Run 1, signal wires on met1:
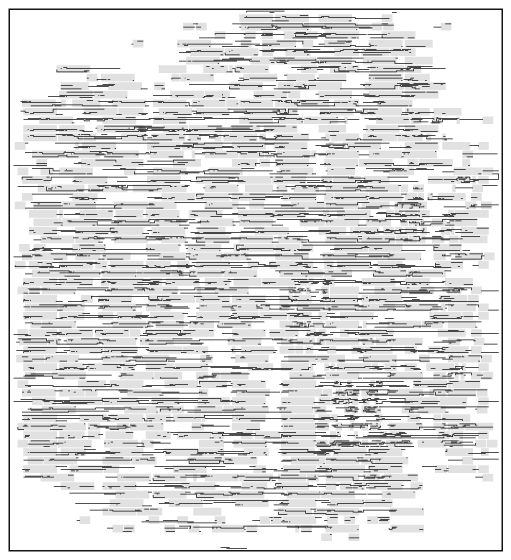
Run 1, signal wires on met2:
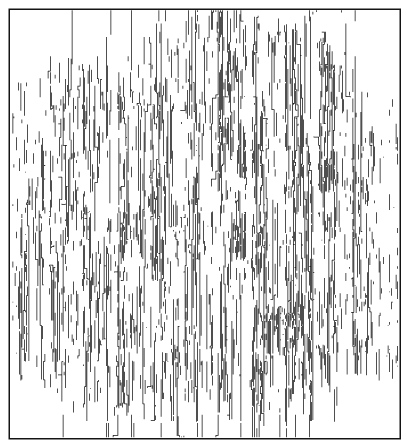
Run 1, metal 4:
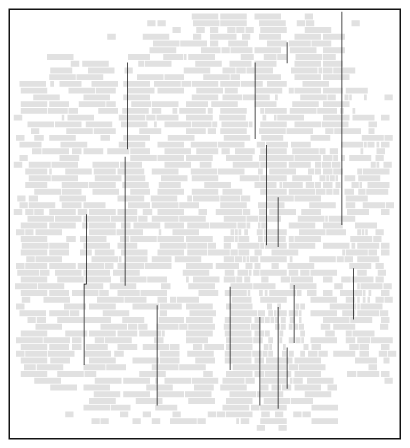
$ cat config.mk
export PLATFORM = sky130hd
export DESIGN_NAME = config_write_scheduler
export DESIGN_NICKNAME = d
export VERILOG_FILES = /design/src/rtl/config_write_scheduler_pkg.sv /design/src/rtl/config_write_scheduler_fifo.sv /design/src/rtl/config_write_scheduler.sv
export SDC_FILE = /design/constraint.sdc
export NUM_CORES = 1
export LEC_CHECK = 0
export ABC_AREA = 0
export CORE_ASPECT_RATIO = 1.1
export CORE_MARGIN = 1
export CORE_UTILIZATION = 52
export DETAILED_ROUTE_END_ITERATION = 8
export GPL_TIMING_DRIVEN = 1
export PLACE_DENSITY = 0.72
export SLEW_MARGIN = 20
export SYNTH_ARGS = -nofsm -noshare
export SYNTH_HDL_FRONTEND = slang
export SYNTH_SLANG_ARGS = --single-unit
export TNS_END_PERCENT = 20
$ cat constraint.sdc
create_clock -name i_Clock -period 8.75 [get_ports i_Clock]
set_clock_uncertainty 0.05 [all_clocks]
set_input_delay 0.875 -clock i_Clock [delete_from_list [all_inputs] [get_ports i_Clock]]
set_output_delay 0.875 -clock i_Clock [all_outputs]
set_load 0.02 [all_outputs]
$ cat src/rtl/config_write_scheduler_pkg.sv
// rtl/config_write_scheduler_pkg.sv - shared types and register-number layout for the config write scheduler
package config_write_scheduler_pkg;

    localparam int REG_VALID_BIT  = 15;
    localparam int REG_SELECT_BIT = 14;
    localparam int REG_PARAM_MSB  = 13;
    localparam int REG_PARAM_LSB  = 8;
    localparam int REG_ADDR_MSB   = 7;
    localparam int REG_ADDR_LSB   = 0;

    localparam int VOICE_OP_ID_BITS = 8;
    typedef logic [VOICE_OP_ID_BITS-1:0] VOICE_OPERATOR_ID;

    localparam logic [5:0] PARAM_PHASE_STEP    = 6'h00;
    localparam logic [5:0] PARAM_ALGORITHM     = 6'h01;
    localparam logic [5:0] PARAM_ENV_ATTACK    = 6'h02;
    localparam logic [5:0] PARAM_ENV_DECAY     = 6'h03;
    localparam logic [5:0] PARAM_ENV_SUSTAIN   = 6'h04;
    localparam logic [5:0] PARAM_ENV_RELEASE   = 6'h05;
    localparam logic [5:0] PARAM_ENV_LEVEL     = 6'h06;
    localparam logic [5:0] PARAM_FEEDBACK      = 6'h07;
    localparam logic [5:0] PARAM_NOTE_ON_LOW   = 6'h10;
    localparam logic [5:0] PARAM_NOTE_ON_HIGH  = 6'h11;
    localparam logic [5:0] PARAM_LED           = 6'h12;

    typedef enum logic {
        STATE_IDLE,
        STATE_SCHEDULE
    } scheduleState_t;

    typedef struct packed {
        logic        isSine;
        logic [5:0]  param;
        logic [13:0] addr;
        logic [15:0] data;
    } writeEntry_t;

    localparam int WRITE_ENTRY_BITS = $bits(writeEntry_t);

    // Sine writes carry a 14-bit table address; voice-op writes carry the id in the low byte.
    function automatic writeEntry_t decodeWrite(input logic [14:0] number, input logic [15:0] value);
        writeEntry_t entry;
        entry.isSine = number[REG_SELECT_BIT];
        entry.param  = number[REG_PARAM_MSB:REG_PARAM_LSB];
        entry.addr   = entry.isSine ? number[13:0] : {6'b0, number[REG_ADDR_MSB:REG_ADDR_LSB]};
        entry.data   = value;
        return entry;
    endfunction

endpackage

$ cat src/rtl/config_write_scheduler_fifo.sv
// rtl/config_write_scheduler_fifo.sv - first-word-fall-through FIFO holding decoded writes until they issue
module config_write_fifo #(
    parameter int DEPTH = 8,
    parameter int WIDTH = 37
) (
    input  logic                       i_Clock,
    input  logic                       i_Reset_n,
    input  logic                       i_Push,
    input  logic [WIDTH-1:0]           i_PushData,
    input  logic                       i_Pop,
    output logic [WIDTH-1:0]           o_HeadData,
    output logic                       o_Full,
    output logic                       o_Empty,
    output logic [$clog2(DEPTH):0]     o_Count
);

    localparam int PTR_BITS = $clog2(DEPTH);
    localparam logic [PTR_BITS:0] FULL_COUNT = (PTR_BITS+1)'(DEPTH);

    logic [WIDTH-1:0]    storage [DEPTH];
    logic [PTR_BITS-1:0] readPtr;
    logic [PTR_BITS-1:0] writePtr;
    logic [PTR_BITS:0]   count;
    logic                doPush;
    logic                doPop;

    assign o_Full     = (count == FULL_COUNT);
    assign o_Empty    = (count == '0);
    assign o_Count    = count;
    assign o_HeadData = storage[readPtr];
    assign doPush     = i_Push && !o_Full;
    assign doPop      = i_Pop && !o_Empty;

    always_ff @(posedge i_Clock or negedge i_Reset_n) begin
        if (!i_Reset_n) begin
            readPtr  <= '0;
            writePtr <= '0;
            count    <= '0;
        end else begin
            if (doPush) writePtr <= writePtr + 1'b1;
            if (doPop)  readPtr  <= readPtr + 1'b1;
            case ({doPush, doPop})
                2'b10:   count <= count + 1'b1;
                2'b01:   count <= count - 1'b1;
                default: count <= count;
            endcase
        end
    end

    always_ff @(posedge i_Clock) begin
        if (doPush) storage[writePtr] <= i_PushData;
    end

endmodule

$ cat src/rtl/config_write_scheduler.sv
// rtl/config_write_scheduler.sv - buffers SPI register writes and issues them into pipeline-safe slots
module config_write_scheduler
    import config_write_scheduler_pkg::*;
#(
    parameter int FIFO_DEPTH    = 8,
    parameter int VOICE_OP_BITS = 8
) (
    input  logic                     i_Clock,
    input  logic                     i_Reset_n,
    input  logic                     i_WriteStrobe,
    input  logic [15:0]              i_WriteNumber,
    input  logic [15:0]              i_WriteValue,
    input  logic [VOICE_OP_BITS-1:0] i_VoiceOperator,
    input  logic                     i_ClearErrors,
    output logic                     o_SineTableWriteEnable,
    output logic [13:0]              o_SineTableWriteAddress,
    output logic                     o_VoiceOpWriteEnable,
    output logic [5:0]               o_VoiceOpParameter,
    output logic [VOICE_OP_BITS-1:0] o_VoiceOpAddress,
    output logic [15:0]              o_WriteData,
    output logic                     o_Busy,
    output logic [1:0]               o_Error
);

    localparam int COUNT_BITS = $clog2(FIFO_DEPTH) + 1;
    localparam logic [COUNT_BITS-1:0] ONE_ENTRY = COUNT_BITS'(1);

    logic                  strobeLast;
    logic                  writeEdge;
    logic                  numberValid;
    writeEntry_t           incoming;
    writeEntry_t           head;
    logic [WRITE_ENTRY_BITS-1:0] headBits;
    logic                  fifoFull;
    logic                  fifoEmpty;
    logic [COUNT_BITS-1:0] fifoCount;
    logic                  pushReq;
    logic                  headReady;
    logic                  issue;
    logic [1:0]            newError;
    scheduleState_t        state;
    scheduleState_t        stateNext;

    assign writeEdge   = i_WriteStrobe && !strobeLast;
    assign numberValid = i_WriteNumber[REG_VALID_BIT];
    assign incoming    = decodeWrite(i_WriteNumber[14:0], i_WriteValue);
    assign pushReq     = writeEdge && numberValid && !fifoFull;
    assign head        = writeEntry_t'(headBits);

    // Overflow is judged on occupancy before any same-cycle pop.
    assign newError = {writeEdge && !numberValid, writeEdge && numberValid && fifoFull};

    config_write_fifo #(
        .DEPTH (FIFO_DEPTH),
        .WIDTH (WRITE_ENTRY_BITS)
    ) u_fifo (
        .i_Clock    (i_Clock),
        .i_Reset_n  (i_Reset_n),
        .i_Push     (pushReq),
        .i_PushData (incoming),
        .i_Pop      (issue),
        .o_HeadData (headBits),
        .o_Full     (fifoFull),
        .o_Empty    (fifoEmpty),
        .o_Count    (fifoCount)
    );

    assign headReady = !fifoEmpty &&
                       (head.isSine || (head.addr[VOICE_OP_BITS-1:0] == i_VoiceOperator));

    always_ff @(posedge i_Clock or negedge i_Reset_n) begin
        if (!i_Reset_n) begin
            state      <= STATE_IDLE;
            strobeLast <= 1'b0;
        end else begin
            state      <= stateNext;
            strobeLast <= i_WriteStrobe;
        end
    end

    // IDLE evaluates a freshly arrived head at once so a sine write reaches its sink two cycles after the edge.
    always_comb begin
        stateNext = state;
        issue     = 1'b0;
        case (state)
            STATE_IDLE: begin
                if (!fifoEmpty) begin
                    issue     = headReady;
                    stateNext = (headReady && fifoCount == ONE_ENTRY) ? STATE_IDLE : STATE_SCHEDULE;
                end
            end
            STATE_SCHEDULE: begin
                issue = headReady;
                if (fifoEmpty || (headReady && fifoCount == ONE_ENTRY)) stateNext = STATE_IDLE;
            end
            default: stateNext = STATE_IDLE;
        endcase
    end

    always_ff @(posedge i_Clock or negedge i_Reset_n) begin
        if (!i_Reset_n) begin
            o_SineTableWriteEnable  <= 1'b0;
            o_SineTableWriteAddress <= '0;
            o_VoiceOpWriteEnable    <= 1'b0;
            o_VoiceOpParameter      <= '0;
            o_VoiceOpAddress        <= '0;
            o_WriteData             <= '0;
            o_Error                 <= '0;
        end else begin
            o_SineTableWriteEnable <= 1'b0;
            o_VoiceOpWriteEnable   <= 1'b0;
            o_Error                <= (i_ClearErrors ? 2'b00 : o_Error) | newError;
            if (issue) begin
                o_WriteData <= head.data;
                if (head.isSine) begin
                    o_SineTableWriteEnable  <= 1'b1;
                    o_SineTableWriteAddress <= head.addr;
                end else begin
                    o_VoiceOpWriteEnable <= 1'b1;
                    o_VoiceOpParameter   <= head.param;
                    o_VoiceOpAddress     <= head.addr[VOICE_OP_BITS-1:0];
                end
            end
        end
    end

    assign o_Busy = !fifoEmpty || (state != STATE_IDLE);

endmodule

==> run summary, run 1 <==
impl run done, here's what came out: status=complete, no violations, GRT Overall Usage=20.4%, XOR/XNOR Fraction of Synth Area=0.637%, TritonCTS clock tree=built, Non-Filler Instances=1161, Switch Pwr=0.00151 W, Comb gates=272, dominant power group=sequential cells, Avg WL per Cell=22.7 µm, DR WL met2=13300 µm, chip area estimate from yosys synthesis=13800 µm², Top logic family=multiplexers, register share of total power=41.6%, number of nets at floorplan=717, Pleak=5.55 nW, Yosys top cell by instances=edfxtp_1, Distinct cells, synth=39, vias in the first global route=6994, Clk pwr share=28.9%, Max Cap Viol=0, cts bufs inserted=36, reg-to-reg slack, setup=4.73 ns, crit path from=u_fifo.readPtr[0], H-tree Lvls=2, Cells after Synth=667, Most used DFF post-synth=edfxtp_1, DPL Wire Length=14500 µm, logic area=3230 µm², final hold violations=0, critical path endpoint=o_VoiceOpParameter[4], Root Driver=clkbuf_16, filler instances=1854, final core occ=62.6%, Mux cell area share=17.9%, final setup fails=0, cells on worst reg2reg path=7, clk sinks=356, Top cells excl fill/tap=edfxtp_1 (296), clkdlybuf4s50_1 (91), mux2_2 (73), mux4_2 (62), dfrtp_1 (57)
Notes on 'signal wires on met1' above:
- share of all routed wire: 42%
- wire length on this layer: 11200 µm
- nets with wire on the layer: 777
- longest straight run: 43.7 µm
final WL: 26300 µm
routed vias: 6523
M1 GR Usage: 27.8%

Notes on 'signal wires on met2' above:
- wire length on this layer: 13300 µm
- main direction: vertical
- share of all routed wire: 51%
- nets with wire on the layer: 752
GR Util met2: 33.9%

Notes on 'metal 4' above:
- nets with wire on the layer: 9
- main direction: vertical

Run 1, routing congestion:
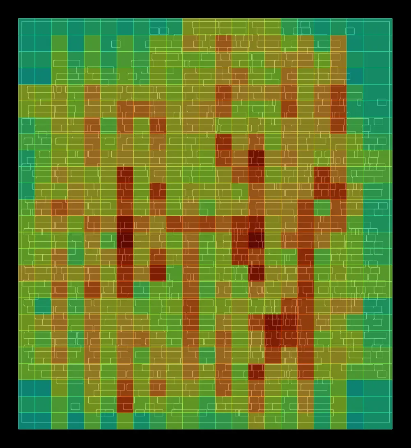

## Run 2: what changed since run 1
--- a/config.mk
+++ b/config.mk
@@ -11,7 +11,7 @@
 export CORE_UTILIZATION = 52
 export DETAILED_ROUTE_END_ITERATION = 8
 export GPL_TIMING_DRIVEN = 1
-export PLACE_DENSITY = 0.72
+export PLACE_DENSITY = 0.74
 export SLEW_MARGIN = 20
 export SYNTH_ARGS = -nofsm -noshare
 export SYNTH_HDL_FRONTEND = slang
==> constraint.sdc (replaced) <==
create_clock -name i_Clock -period 3.5 [get_ports i_Clock]
set_clock_uncertainty 0.05 [all_clocks]
set_input_delay 0.35 -clock i_Clock [delete_from_list [all_inputs] [get_ports i_Clock]]
set_output_delay 0.35 -clock i_Clock [all_outputs]
set_load 0.02 [all_outputs]
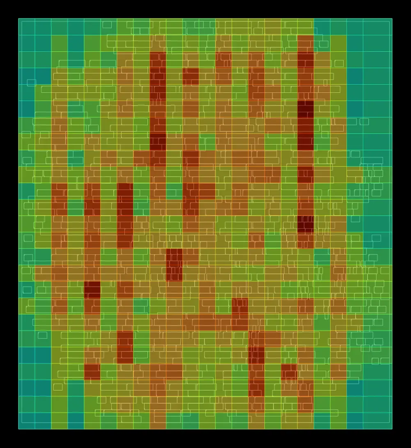
Run 2: routing congestion
layer with the highest usage: met2
final core occ: 63.5%
Avg WL per Cell: 22.8 µm
M1 GR Usage: 28.0%
GRT Overall Usage: 21.1%

==> run summary, run 2 <==
impl run done, here's what came out: register share of total power=40.1% (was 41.6%), post-CTS sizing=0 (unchanged), logic area=3240 µm² (was 3230 µm²), critical path endpoint=o_VoiceOpParameter[1] (was o_VoiceOpParameter[4]), routed vias/inst=5.64 (was 5.62), Top logic family=multiplexers (unchanged), dominant power group=sequential cells (unchanged), Switch Pwr=0.00385 W (was 0.00151 W), Mux cell area share=17.9% (unchanged), chip area estimate from yosys synthesis=13800 µm² (unchanged), final WL=27100 µm (was 26300 µm), DPL Wire Length=16200 µm (was 14500 µm), Max Cap Viol=0 (unchanged), Cells after Synth=667 (unchanged), Distinct cells, synth=39 (unchanged), max reg flops=296 (unchanged), Clk pwr share=28.8% (was 28.9%), combinational power share=31.1% (was 29.5%), reg-to-reg slack, setup=0.22 ns (was 4.73 ns), final setup fails=0 (unchanged), number of nets at floorplan=717 (unchanged), Clock-cell share=7.29% (was 7.32%), final hold violations=0 (unchanged), GR Util met2=36.0% (was 33.9%), filler instances=1784 (was 1854), DR WL met2=14200 µm (was 13300 µm), Worst path slowest cell=or4_4 (was dfrtp_4), status=complete, no violations (unchanged), reg2reg start=u_fifo.readPtr[0] (unchanged), Die Y=173 µm (unchanged), XOR/XNOR Fraction of Synth Area=0.637% (unchanged), cts bufs inserted=36 (unchanged), Most used DFF post-synth=edfxtp_1 (unchanged), Yosys top cell by instances=edfxtp_1 (unchanged), cells on worst reg2reg path=9 (was 7), ant diodes=0 (unchanged), initial antenna violation count=0 (unchanged), Non-Filler Instances=1185 (was 1161), Comb gates=272 (unchanged), vias in the first global route=7300 (was 6994), inverters=11 (unchanged), Top cells excl fill/tap=edfxtp_1 (296), clkdlybuf4s50_1 (91), mux2_2 (73), mux4_2 (62), dfrtp_1 (57) (unchanged), Pleak=5.69 nW (was 5.55 nW), setup_tns=0 ns (unchanged), H-tree Lvls=2 (unchanged), clk sinks=356 (unchanged), routed vias=6688 (was 6523)
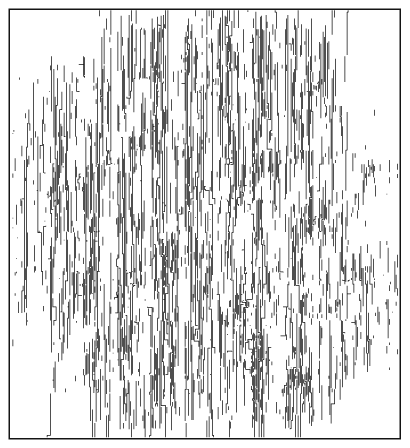
Run 2: signal wires on met2
- main direction: vertical
- wire length on this layer: 14200 µm

## Run 3: what changed since run 2
--- a/config.mk
+++ b/config.mk
@@ -12,6 +12,7 @@
 export DETAILED_ROUTE_END_ITERATION = 8
 export GPL_TIMING_DRIVEN = 1
 export PLACE_DENSITY = 0.74
+export SKIP_LAST_GASP = 1
 export SLEW_MARGIN = 20
 export SYNTH_ARGS = -nofsm -noshare
 export SYNTH_HDL_FRONTEND = slang
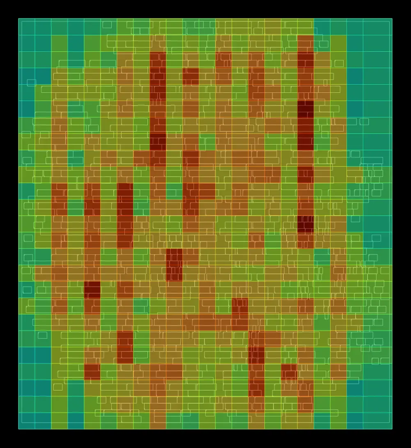
Run 3: routing congestion
GR Util met2: 36.0%
met3 Use GR: 3.38%

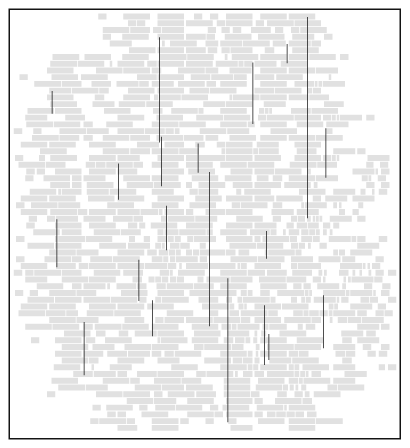
Run 3: metal 4
- share of all routed wire: 1.9%
- main direction: vertical
- wire length on this layer: 503 µm
- longest straight run: 80.9 µm

==> run summary, run 3 <==
impl run done, here's what came out: inverters=11 (unchanged), PD cells=809 nW/µm² (unchanged), kind of cell adding the most delay to the critical path=simple AND/OR/NAND/NOR gates (unchanged), clk latency late pin=0.52 ns (about the same), TritonCTS clock tree=built (unchanged), layer with the highest usage=met2 (unchanged), DPL Wire Length=16200 µm (unchanged), Non-Filler Instances=1185 (unchanged), Root Driver=clkbuf_16 (unchanged), vias in the first global route=7300 (unchanged), filler instances=1784 (unchanged), number of nets at floorplan=717 (unchanged), GRT Overall Usage=21.1% (unchanged), uppermost layer routed=met4 (unchanged), final hold violations=0 (unchanged), most common logic cell in the routed design=edfxtp_1 (unchanged), # rows=62 (unchanged), final setup fails=0 (unchanged), VDD IR max=515 µV (unchanged), Top logic family=multiplexers (unchanged), Worst EP required=3.84 ns (about the same), switch share=28.8% (unchanged), ant diodes=0 (unchanged), fmax=0.304 GHz (unchanged), Most used DFF post-synth=edfxtp_1 (unchanged), r2r endpoint=o_VoiceOpParameter[1] (unchanged), Post-synth ARST share=16.9% (unchanged), routed vias=6688 (unchanged), dominant power group=sequential cells (unchanged), Max Cap Viol=0 (unchanged), Largest cell class=registers (unchanged), Distinct cells, synth=39 (unchanged), Comb gates=272 (unchanged), Worst path depth=9 (unchanged), final WL=27100 µm (unchanged), largest reg by FF count=u_fifo.storage (unchanged), Mux cell area share=17.9% (unchanged), Syn-to-layout area delta=20.3% (unchanged), Placement Cell Area=15300 µm² (unchanged), Top cells by area=edfxtp_1 (65%), dfrtp_1 (11%), mux4_2 (10%) (unchanged), max reg flops=296 (unchanged), largest net degree at the start of global routing=61 (unchanged), H-tree Lvls=2 (unchanged), io pins=93 (unchanged), Tcrit/Tclk final=93.8% (unchanged), reg2reg start=u_fifo.readPtr[0] (unchanged), Seq share, synth=75.5% (unchanged), Switch Pwr=0.00385 W (unchanged), critical path's largest stage delay=0.56 ns (about the same), fp util=52.8% (unchanged), GP Congestion=0.796 (unchanged), clk sinks=356 (unchanged), Worst-path clk slew=0.06 ns (about the same), post-route ant nets=0 (unchanged), Min-Delay Path Class=in2reg (unchanged), buffer share of cell area=7.42% (unchanged), Clk pwr share=28.8% (about the same), reg-to-reg slack, setup=0.22 ns (about the same), initial antenna violation count=0 (unchanged), Yosys top cell by instances=edfxtp_1 (unchanged), cells on worst reg2reg path=9 (unchanged), logic area=3240 µm² (unchanged), routed vias/inst=5.64 (unchanged), Top cells excl fill/tap=edfxtp_1 (296), clkdlybuf4s50_1 (91), mux2_2 (73), mux4_2 (62), dfrtp_1 (57) (unchanged), DR WL met2=14200 µm (unchanged), proportion of layout cells with a drive suffix above 1=29.9% (unchanged), cts bufs inserted=36 (unchanged), post-CTS sizing=0 (unchanged), critical path endpoint=o_VoiceOpParameter[1] (unchanged), Die Y=173 µm (unchanged), drc violations=0 (unchanged), final core occ=63.5% (unchanged), DIE WIDTH=157 µm (unchanged), Final #Nets=855 (unchanged), Worst path slowest cell=or4_4 (unchanged), Int Pwr=0.00954 W (unchanged), Avg WL per Cell=22.8 µm (unchanged), setup_tns=0 ns (unchanged), Clock-cell share=7.29% (unchanged), crit path from=u_fifo.readPtr[0] (unchanged), flop share of the area=62.8% (unchanged), chip area estimate from yosys synthesis=13800 µm² (unchanged), Cells after Synth=667 (unchanged), register share of total power=40.1% (about the same), XOR/XNOR Fraction of Synth Area=0.637% (unchanged), combinational power share=31.1% (about the same), M1 GR Usage=28.0% (unchanged), Pleak=5.69 nW (unchanged), status=complete, no violations (unchanged)

==> notes/layouts.md <==
Pictures saved along the way, in no particular order.

Cell area per tile.
Scale bar: 50 µm. 16 x 17 tiles, from dark blue (low) to red (high), 0 to 100% covered.
Plate I
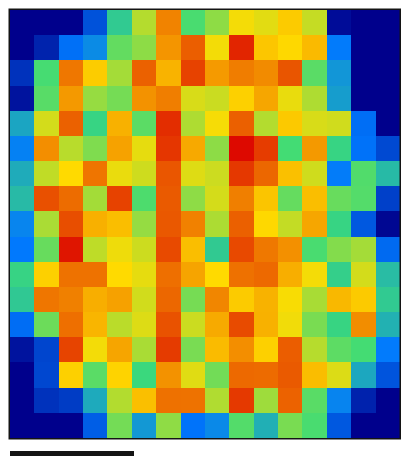
Plate II
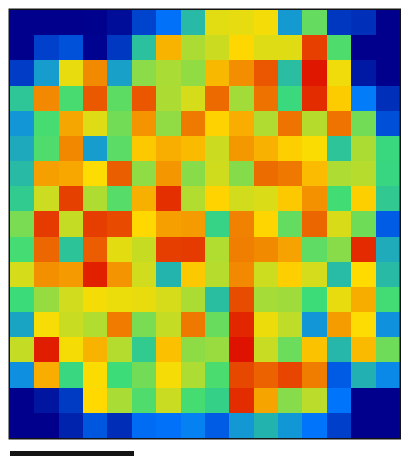
Plate II: run 1
Plate I: run 2

Key to Plate I:
- emptiest ninth of the die: upper right
- nearly empty tiles: 8.1%
- mean over tiles: 59%
- fullest tile: 99%
- tiles over 75% full: 39%

No activity file was given, so power comes from the tool's default toggle rates.
